==> src/rtl/mem_access_stage.sv <==
// Memory-access stage behind the execute ALU: runs loads/stores over a req/gnt/rvalid port, passes other results through.
// Emits a one-cycle writeback pulse; accepts a new op only when idle.
module mem_access_stage #(
  parameter int WIDTH = 32
) (
  input  logic             clk,
  input  logic             rst,
  input  logic             in_valid,
  output logic             in_ready,
  input  logic [5:0]       in_op,
  input  logic [WIDTH-1:0] in_result,
  input  logic [WIDTH-1:0] in_store_data,
  input  logic [4:0]       in_rd,
  output logic             mem_req,
  input  logic             mem_gnt,
  output logic             mem_we,
  output logic [31:0]      mem_addr,
  output logic [3:0]       mem_be,
  output logic [31:0]      mem_wdata,
  input  logic             mem_rvalid,
  input  logic [31:0]      mem_rdata,
  output logic             wb_valid,
  output logic [4:0]       wb_rd,
  output logic [WIDTH-1:0] wb_data,
  output logic             misalign_err
);

  localparam logic [5:0] I_LB  = 6'h01;
  localparam logic [5:0] I_LH  = 6'h02;
  localparam logic [5:0] I_LW  = 6'h03;
  localparam logic [5:0] I_LBU = 6'h04;
  localparam logic [5:0] I_LHU = 6'h05;
  localparam logic [5:0] I_SB  = 6'h06;
  localparam logic [5:0] I_SH  = 6'h07;
  localparam logic [5:0] I_SW  = 6'h08;

  typedef enum logic [1:0] {IDLE, REQ, WAIT_R, WB} state_t;

  state_t      state, state_nxt;
  logic [5:0]  op_q;
  logic [1:0]  off_q;
  logic        accept;
  logic        in_mem, in_store, in_misaligned;
  logic [3:0]  in_be;
  logic [31:0] in_wdata;
  logic [7:0]  rd_byte;
  logic [15:0] rd_half;
  logic [31:0] load_val;

  assign accept   = in_valid && in_ready;
  assign in_ready = (state == IDLE);
  assign mem_req  = (state == REQ);
  assign wb_valid = (state == WB);

  // Decode of the incoming op: lane mask, replicated store data, alignment.
  always_comb begin
    in_mem        = 1'b0;
    in_store      = 1'b0;
    in_misaligned = 1'b0;
    in_be         = 4'b0000;
    in_wdata      = 32'h0;
    case (in_op)
      I_LB, I_LBU, I_SB: begin
        in_mem   = 1'b1;
        in_store = (in_op == I_SB);
        in_be    = 4'b0001 << in_result[1:0];
        if (in_store) in_wdata = {4{in_store_data[7:0]}};
      end
      I_LH, I_LHU, I_SH: begin
        in_mem        = 1'b1;
        in_store      = (in_op == I_SH);
        in_misaligned = in_result[0];
        in_be         = in_result[1] ? 4'b1100 : 4'b0011;
        if (in_store) in_wdata = {2{in_store_data[15:0]}};
      end
      I_LW, I_SW: begin
        in_mem        = 1'b1;
        in_store      = (in_op == I_SW);
        in_misaligned = (in_result[1:0] != 2'b00);
        in_be         = 4'b1111;
        if (in_store) in_wdata = in_store_data[31:0];
      end
      default: ;
    endcase
  end

  always_comb begin
    rd_byte  = mem_rdata[{off_q, 3'b000} +: 8];
    rd_half  = mem_rdata[{off_q[1], 4'b0000} +: 16];
    load_val = mem_rdata;
    case (op_q)
      I_LB:    load_val = {{24{rd_byte[7]}}, rd_byte};
      I_LBU:   load_val = {24'h0, rd_byte};
      I_LH:    load_val = {{16{rd_half[15]}}, rd_half};
      I_LHU:   load_val = {16'h0, rd_half};
      default: load_val = mem_rdata;
    endcase
  end

  always_ff @(posedge clk or posedge rst) begin
    if (rst) state <= IDLE;
    else     state <= state_nxt;
  end

  always_comb begin
    state_nxt = state;
    case (state)
      IDLE: begin
        if (accept) begin
          if (!in_mem)            state_nxt = WB;
          else if (!in_misaligned) state_nxt = REQ;
        end
      end
      // rvalid is deliberately not looked at here; the bus returns data after gnt.
      REQ:     if (mem_gnt) state_nxt = mem_we ? IDLE : WAIT_R;
      WAIT_R:  if (mem_rvalid) state_nxt = WB;
      WB:      state_nxt = IDLE;
      default: state_nxt = IDLE;
    endcase
  end

  always_ff @(posedge clk or posedge rst) begin
    if (rst) begin
      op_q         <= 6'h0;
      off_q        <= 2'b00;
      mem_we       <= 1'b0;
      mem_addr     <= 32'h0;
      mem_be       <= 4'b0000;
      mem_wdata    <= 32'h0;
      wb_rd        <= 5'h0;
      wb_data      <= '0;
      misalign_err <= 1'b0;
    end else begin
      misalign_err <= 1'b0;
      if (accept) begin
        op_q  <= in_op;
        off_q <= in_result[1:0];
        wb_rd <= in_rd;
        if (!in_mem) begin
          wb_data <= in_result;
        end else if (in_misaligned) begin
          misalign_err <= 1'b1;
        end else begin
          mem_addr  <= {in_result[31:2], 2'b00};
          mem_we    <= in_store;
          mem_be    <= in_be;
          mem_wdata <= in_wdata;
        end
      end
      if (state == WAIT_R && mem_rvalid) wb_data <= load_val;
    end
  end

endmodule
==> config.mk <==
export PLATFORM = sky130hd
export DESIGN_NAME = mem_access_stage
export DESIGN_NICKNAME = d
export VERILOG_FILES = /design/src/rtl/mem_access_stage.sv
export SDC_FILE = /design/constraint.sdc
export NUM_CORES = 1
export LEC_CHECK = 0
export CORE_MARGIN = 1
export CORE_UTILIZATION = 40
export CTS_CLUSTER_DIAMETER = 200
export CTS_CLUSTER_SIZE = 40
export DETAILED_ROUTE_END_ITERATION = 7
export GPL_ROUTABILITY_DRIVEN = 0
export PLACE_DENSITY_LB_ADDON = 0.2
export SKIP_CTS_REPAIR_TIMING = 1
export SLEW_MARGIN = 20
export SYNTH_ARGS = -nofsm -noshare
export SYNTH_HDL_FRONTEND = slang
export SYNTH_SLANG_ARGS = --single-unit
==> constraint.sdc <==
create_clock -name clk -period 3.8 [get_ports clk]
set_input_delay 0.76 -clock clk [delete_from_list [all_inputs] [get_ports clk]]
set_output_delay 0.76 -clock clk [all_outputs]
set_load 0.1 [all_outputs]
==> images/cell_classes.png <==
Scale: 4 px per um.
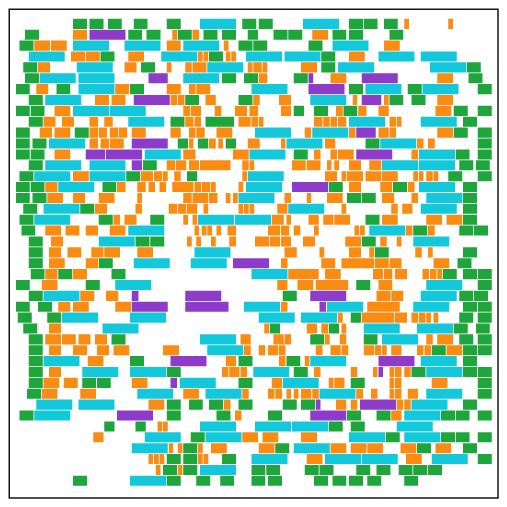
| color | class | cells |
|---|---|---|
| orange | all other logic | 370 |
| green | other buffers and delay cells | 230 |
| cyan | flops | 115 |
| purple | clock drivers and dummy loads | 29 |

==> images/drive_strength.png <==
Scale: 2 px per um.
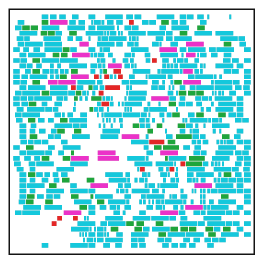
| color | size | cells |
|---|---|---|
| cyan | drive 1 or less | 624 |
| red | drive 3 to 4 | 17 |
| magenta | drive 6 and up | 23 |
| green | drive 2 | 80 |
post-route setup slack: 0.858 ns
number of buffers other than clock buffers in the final layout: 230
area overhead of the layout relative to synthesis: 50.4%
final standard cell area without fillers: 0.00863 mm^2

==> images/wire_density.png <==
Scale: 3 px per um. 24 x 24 tiles, from dark purple (low) to yellow (high), scaled to the fullest tile. Values are wire area over tile area, all layers added.
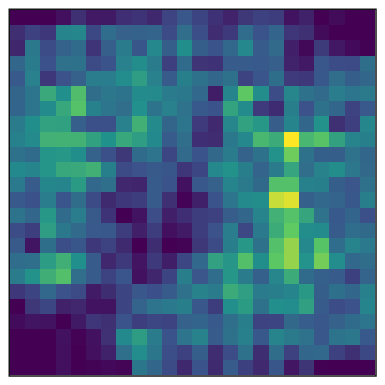
emptiest ninth of the die: south-west
fullest tile: 0.61
mean over tiles: 0.19
nearly empty tiles: 6.1%
tiles over half the peak: 12%
densest ninth of the die: east
total wire length: 17400 um
routed wirelength normalized by instance count: 18.8 um
routed vias: 5063
overall routing resource usage: 24.8%

==> images/met3.png <==
Scale: 3 px per um. Cells faint in the background.
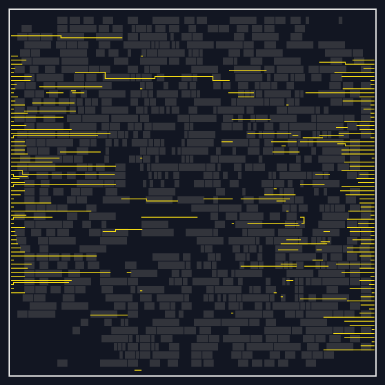
nets with wire on the layer: 169
wire length on this layer: 1530 um
main direction: horizontal
longest straight run: 34.7 um
share of all routed wire: 8.8%

==> images/final_clocks.png <==
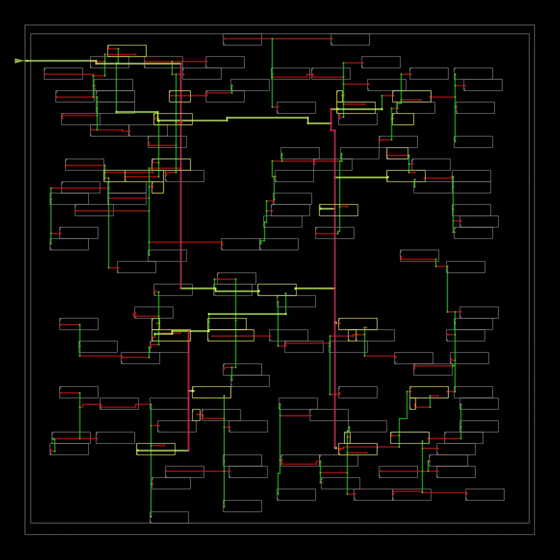
count of flip-flops and latches: 115
worst clock skew on the final layout: 0.00984 ns
clock buffers: 24
clock network power consumption: 1470 uW
Sink Count: 115

-- where the power goes --
| part | leakage [uW] | switching, uW | total (uW) | internal, uW |
|---|---|---|---|---|
| Sequential | 0.00146 | 296 | 1970 | 1680 |
| Clock | 0.000268 | 518 | 1470 | 951 |
| Combinational | 0.00208 | 3930 | 5260 | 1330 |
-- area by class of cell --
cell class              instances  area [um^2]
flip-flops and latches        115         2880
well taps                     180          225
fillers                      1139         5300
repair buffers                230         2280
clock inverters                 5         52.6
multi-input cells             360         2660
clock buffers                  24          492
inverters                      10         41.3
-- flip-flops by register name (all words and copies together) (netlist names) --
register,count
mem_addr,30
mem_be,4
mem_wdata,32
mem_we,1
misalign_err,1
off_q,2
op_q,6
state,2
wb_data,32
wb_rd,5
-- routing by layer --
| metal | GRT usage (%) | share of wire (%) | vias up |
|---|---|---|---|
| met5 | 0 | 0 | - |
| met4 | 10.2 | 2.3 | 0 |
| met3 | 7.58 | 8.8 | 25 |
| met2 | 41.0 | 49 | 234 |
| met1 | 29.9 | 40 | 2466 |
| li1 | - | - | 2338 |
-- synth_stat cells, drive strengths merged (2+ instances only) --
cell type    n
a21o        18
o2bb2ai      8
nand2b       2
nor3         4
o211ai       3
o32ai        2
mux2        65
and2         4
nand3b       2
nand4        8
nand3        6
and3b        3
a22o        16
dfrtp      115
o21ai       17
a21bo        8
nand2       68
a22oi        2
nor3b        3
a21oi       55
inv         10
mux2i       11
a31oi        2
nor2b        3
a221oi      11
or2          2
mux4         4
or3          5
buf         19
or3b         2
clkbuf      16
a222oi       4
nor2         7
-- worst max-delay path: stages --
cell                              delay, ns
sky130_fd_sc_hd__clkdlybuf4s50_1       0.56
sky130_fd_sc_hd__or4_1                 0.65
sky130_fd_sc_hd__nand3_1               0.28
sky130_fd_sc_hd__nor2_4                0.12
sky130_fd_sc_hd__nand2_2               0.10
sky130_fd_sc_hd__buf_12                0.32
sky130_fd_sc_hd__mux2_2                0.39
-- per-stage QoR --
stage	instances	cell area, um^2
2_1_floorplan	520	5750
3_3_place_gp	895	8090
3_5_place_dp	895	8090
4_1_cts	924	8630
5_1_grt	924	8630
6_report	924	8630
-- cells by family after synthesis --
kind of cell / count (synthesis) / synth area share [%]
compound gates: 156 / 19.1
simple gates: 121 / 10.3
flops: 115 / 50.1
mux: 80 / 16.2
buf+inv: 45 / 3.95
xor+xnor: 1 / 0.153
other cells: 1 / 0.0653
-- how the worst min path moves through the flow --
| stage | start | to | slack, ns |
|---|---|---|---|
| final | wb_data[20] | wb_data[20] | 0.47 |
| after global routing | wb_data[31] | wb_data[31] | 0.50 |
| after CTS | wb_data[20] | wb_data[20] | 0.48 |
| after detailed placement | wb_data[20] | wb_data[20] | 0.47 |
| after global placement | wb_data[28] | wb_data[28] | 0.46 |
| after floorplan | op_q[5] | op_q[5] | 0.46 |
==> summary.txt <==
Implementation run completed; key figures follow.

Layout:
- The run puts the share of post-route cells with drive strength above 1 at 16.1%.
- The run puts the count of inserted antenna diode cells at 0.

Flow run:
- The run gives the max-capacitance violation count as 0.

CTS:
- In this run the clock root is driven by a sky130_fd_sc_hd__clkbuf_16.
- The run gives the clock-pin slew of the registers on the worst-case setup and hold paths as 0.05 ns.
- The run puts the H-tree level count at 4.
- CTS added clock buffers totalling 17.
- The run puts the maximum root-to-sink buffer count at 2.

Timing:
- The run gives the final number of hold-violating endpoints as 0.
- Setup repair after global routing left no endpoint under its margin.
- The run puts the normalized max-slew margin at 31.6%.
- The run puts the count of endpoints failing setup in the final report at 0.

Synth:
- The run gives the cell type contributing the most total cell area after synthesis as sky130_fd_sc_hd__dfrtp_1.
- The run gives the sequential element share of the synthesized area as 50.1%.
- The run gives the yosys warning tally as 0.
- The synthesized netlist handed to floorplanning was reported with a cell count of 519.
- Yosys stat counts 519 cells in the synthesized netlist.
- The run gives the proportion of netlist area held by the largest area contributor as 50.1%.
- The run puts the count of different cell masters after synthesis at 58.
- Ranked by total cell area, the synthesized netlist is headed by sky130_fd_sc_hd__dfrtp_1 (50%), sky130_fd_sc_hd__mux2_2 (11%), sky130_fd_sc_hd__a21oi_1 (4.7%), sky130_fd_sc_hd__nand2_1 (4.4%), sky130_fd_sc_hd__a22o_1 (2.4%).

Global routing:
- The first global-routing pass estimated 27600 um of wire.
- The run puts the maximum number of pins on one net before global-route repair at 70.

Worst setup path:
- The run gives the path depth of the worst reg2reg path as 5.
- Tracing the worst setup path back leads to its startpoint at in_op[0].
- The run gives the maximum net fanout on the critical path as 67.
- The run puts the worst endpoint required time at 4.08 ns.
- The worst setup path is captured at a flip-flop.
- For reference, the most critical setup path is categorized as input pin to flip-flop.
- The run gives the startpoint of the worst register-to-register path as off_q[1].
- STA puts the critical path data arrival time at 3.23 ns.

Route:
- The first detailed-routing pass ran for 5 iterations.

Floorplanning:
- According to the floorplan log, the row count is 43.

Placement:
- The buffer_ports step reported a buffer count of 219.

Pwr:
- The run gives the peak supply drop as 408 uV.

Worst hold path:
- The run gives the worst hold-check path type as flip-flop to flip-flop.

Outcome:
- The flow ran to the end, and the final reports show no timing, DRC or antenna violations.
Power and IR drop assume default switching activity.
